--- src/rtl/hbridge_arbiter.sv ---
// Three-requester H-bridge arbiter with fixed priority and a bridge-off dead
// interval before any new direction pattern is driven onto the pins.
module hbridge_arbiter #(
  parameter int DEAD_CYCLES = 50_000
) (
  input  logic       clk,
  input  logic       rst,
  input  logic       req0,
  input  logic       req1,
  input  logic       req2,
  input  logic [3:0] dir0,
  input  logic [3:0] dir1,
  input  logic [3:0] dir2,
  input  logic       ena0,
  input  logic       ena1,
  input  logic       ena2,
  input  logic       enb0,
  input  logic       enb1,
  input  logic       enb2,
  output logic [2:0] gnt,
  output logic       hbEnA,
  output logic       hbEnB,
  output logic       hbIn1,
  output logic       hbIn2,
  output logic       hbIn3,
  output logic       hbIn4,
  output logic [1:0] act_id,
  output logic       illegal
);

  typedef enum logic [1:0] {IDLE, DEAD, DRIVE} stateT;

  localparam logic [19:0] DEAD_LOAD = 20'(DEAD_CYCLES - 1);

  stateT       state;
  logic [19:0] deadCnt;
  logic [3:0]  dirLatch;

  logic        winValid;
  logic [1:0]  winId;
  logic [3:0]  winDirRaw;
  logic        winEnaRaw;
  logic        winEnbRaw;
  logic        winIllegal;
  logic [3:0]  winDir;
  logic        winEna;
  logic        winEnb;
  logic [2:0]  winOneHot;

  // Fixed-priority winner; an illegal pattern (shoot-through on either leg)
  // is replaced by an all-off request so it can never reach the pins.
  always_comb begin
    winValid  = 1'b1;
    winId     = 2'd3;
    winDirRaw = 4'b0000;
    winEnaRaw = 1'b0;
    winEnbRaw = 1'b0;
    if (req0) begin
      winId = 2'd0; winDirRaw = dir0; winEnaRaw = ena0; winEnbRaw = enb0;
    end else if (req1) begin
      winId = 2'd1; winDirRaw = dir1; winEnaRaw = ena1; winEnbRaw = enb1;
    end else if (req2) begin
      winId = 2'd2; winDirRaw = dir2; winEnaRaw = ena2; winEnbRaw = enb2;
    end else begin
      winValid = 1'b0;
    end
    winIllegal = (winDirRaw[3] & winDirRaw[2]) | (winDirRaw[1] & winDirRaw[0]);
    winDir     = winIllegal ? 4'b0000 : winDirRaw;
    winEna     = winEnaRaw & ~winIllegal;
    winEnb     = winEnbRaw & ~winIllegal;
    winOneHot  = 3'b000;
    if (winValid) winOneHot[winId] = 1'b1;
  end

  // Outputs default to bridge-off each cycle; only DRIVE paths override them,
  // so every exit from DRIVE lands on zero pins without extra bookkeeping.
  always_ff @(posedge clk) begin
    if (rst) begin
      state    <= IDLE;
      deadCnt  <= '0;
      dirLatch <= 4'b0000;
      gnt      <= 3'b000;
      act_id   <= 2'd3;
      illegal  <= 1'b0;
      {hbEnA, hbEnB, hbIn1, hbIn2, hbIn3, hbIn4} <= 6'b0;
    end else begin
      illegal <= winValid & winIllegal;
      gnt     <= 3'b000;
      act_id  <= 2'd3;
      {hbEnA, hbEnB, hbIn1, hbIn2, hbIn3, hbIn4} <= 6'b0;
      case (state)
        IDLE: begin
          if (winValid) begin
            state   <= DEAD;
            deadCnt <= DEAD_LOAD;
          end
        end
        DEAD: begin
          if (!winValid) begin
            state <= IDLE;
          end else if (deadCnt == '0) begin
            state    <= DRIVE;
            dirLatch <= winDir;
            gnt      <= winOneHot;
            act_id   <= winId;
            {hbEnA, hbEnB, hbIn1, hbIn2, hbIn3, hbIn4} <= {winEna, winEnb, winDir};
          end else begin
            deadCnt <= deadCnt - 20'd1;
          end
        end
        DRIVE: begin
          if (!winValid) begin
            state <= IDLE;
          end else if (winDir != dirLatch) begin
            state   <= DEAD;
            deadCnt <= DEAD_LOAD;
          end else begin
            // Same pattern: ownership may hop between requesters with no gap.
            gnt    <= winOneHot;
            act_id <= winId;
            {hbEnA, hbEnB, hbIn1, hbIn2, hbIn3, hbIn4} <= {winEna, winEnb, dirLatch};
          end
        end
        default: state <= IDLE;
      endcase
    end
  end

endmodule

--- config.mk ---
export PLATFORM = sky130hd
export DESIGN_NAME = hbridge_arbiter
export DESIGN_NICKNAME = d
export VERILOG_FILES = /design/src/rtl/hbridge_arbiter.sv
export SDC_FILE = /design/constraint.sdc
export NUM_CORES = 1
export LEC_CHECK = 0
export ABC_AREA = 0
export CORE_MARGIN = 4
export CORE_UTILIZATION = 55
export CTS_BUF_LIST = sky130_fd_sc_hd__clkbuf_16
export DETAILED_ROUTE_END_ITERATION = 8
export PLACE_DENSITY = 0.87
export RECOVER_POWER = 25
export SLEW_MARGIN = 10
export SYNTH_ARGS = -nofsm -noshare
export SYNTH_HDL_FRONTEND = slang
export SYNTH_SLANG_ARGS = --single-unit
--- constraint.sdc ---
create_clock -name clk -period 5.39 [get_ports clk]
set_clock_uncertainty 0.15 [all_clocks]
set_input_delay 1.078 -clock clk [delete_from_list [all_inputs] [get_ports clk]]
set_output_delay 1.078 -clock clk [all_outputs]
set_load 0.05 [all_outputs]
**Placed cells, one colour a class**

Bar = 20 um.
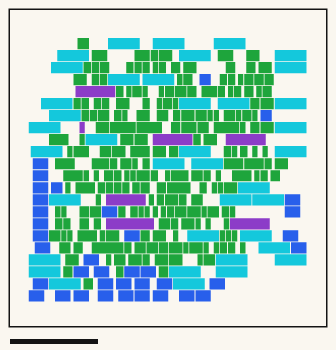
legend:
  blue:
    class: remaining buffers and delay cells
    cells: 37
    share_of_their_area: 14%
  purple:
    class: clock drivers and dummy loads
    cells: 7
    share_of_their_area: 6.0%
  cyan:
    class: registers
    cells: 38
    share_of_their_area: 29%
  green:
    class: remaining logic cells
    cells: 216
    share_of_their_area: 52%
Core Box Area: 3770 um2
cell area after layout: 2720 um2

**Selected gate families**

Bar = 20 um.
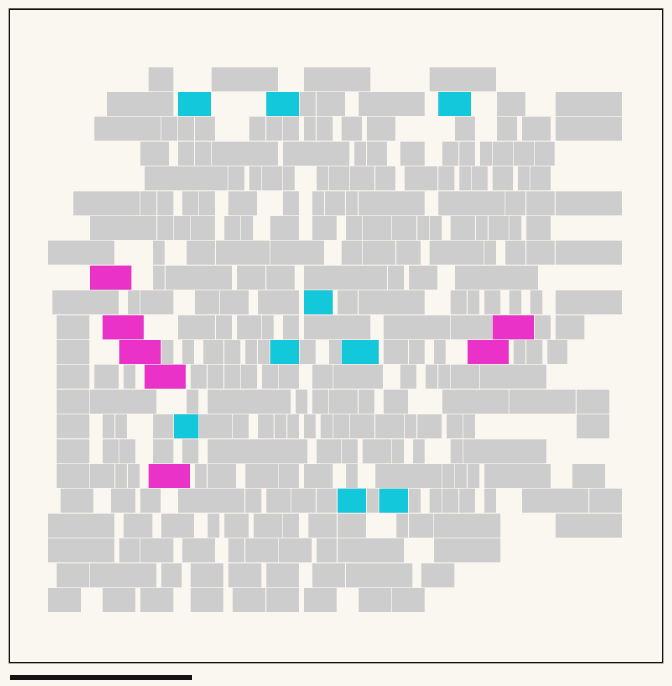
legend:
  magenta:
    family: fa/ha/maj cells
    cells: 7
    most_used: ha_1
  cyan:
    family: non-inverting ao/oa cells
    cells: 9
    most_used: a32o_1
logic share of the area: 49.6%
Post-Layout Cell Count: 346
most frequent logic cell in the layout: dfxtp_1

==> flow_summary_export.csv <==
group,metric,value,unit
yosys,fa_ha_area_share,3.95,%
global_route,use_met1,31.6,%
yosys,syn_inst,268,
global_route,grt_pass1_wl,9.72,mm
floorplan,die_w,71.5,um
global_route,antenna_found_initial,0,
drt,drc,0,
placement,port_buffers,34,
pwr,comb_power_share,37.6,%
setup_path,r2r-start,"deadCnt[0]",
yosys,syn_area_per_cell,8.28,um2
sta,tightest_slew,0.814,ns
pwr,seq_cell_power,0.356,mW
final_layout,antenna_cells,0,
pwr,switching_share,37.5,%
final_layout,seq-cell-share,27.9,%
yosys,ys_types,53,
status,status,"completed",
yosys,ys_warn_count,0,
setup_path,cp_cell_sequence,"clkdlybuf4s50_1 > a21oi_1 > a21oi_2 > a22oi_1 > nor3_1 > o221a_1 > a21oi_2 > mux2_1",
placement,place_area,2560,um2
setup_path,startpoint_type,"input port",
final_layout,nMultiInputCombCells,208,
final_layout,dominant_cells,"logic gates",
final_layout,fill_cells,277,
final_layout,inverters,8,
global_route,grt-ovfl-total,0,
yosys,ys_cells,268,
cts,post_cts_buffers,0,
setup_path,rr_worst_depth,7,
final_layout,comb_area,1350,um2
pwr,p_total,1.08,mW
yosys,synth.net_count,298,
cts,clkLatencyLatePin,0.28,ns
yosys,postSynthSeqShare,34.3,%
cell usage after synthesis, drive strengths merged, types with 2 or more instances:
library cell	n	area, um2
a32o	3	30.0
and3b	5	43.8
nor2b	6	37.5
clkbuf	8	30.0
nor4	6	43.8
nand3b	4	42.5
and2	2	12.5
nand2b	3	18.8
o41ai	2	32.5
o31ai	5	37.5
o311ai	4	35.0
nand3	13	70.1
nor2	30	113
ha	7	87.6
o21ai	12	60.1
o22a	2	17.5
nand4	2	12.5
and3	3	18.8
nand2	20	75.1
or4	3	22.5
or3	2	12.5
dfxtp	38	761
nor3	14	86.3
a21oi	23	134
a311oi	9	78.8
buf	6	46.3
a31oi	7	43.8
inv	7	26.3
a22oi	7	52.6
Power and IR drop assume default switching activity.
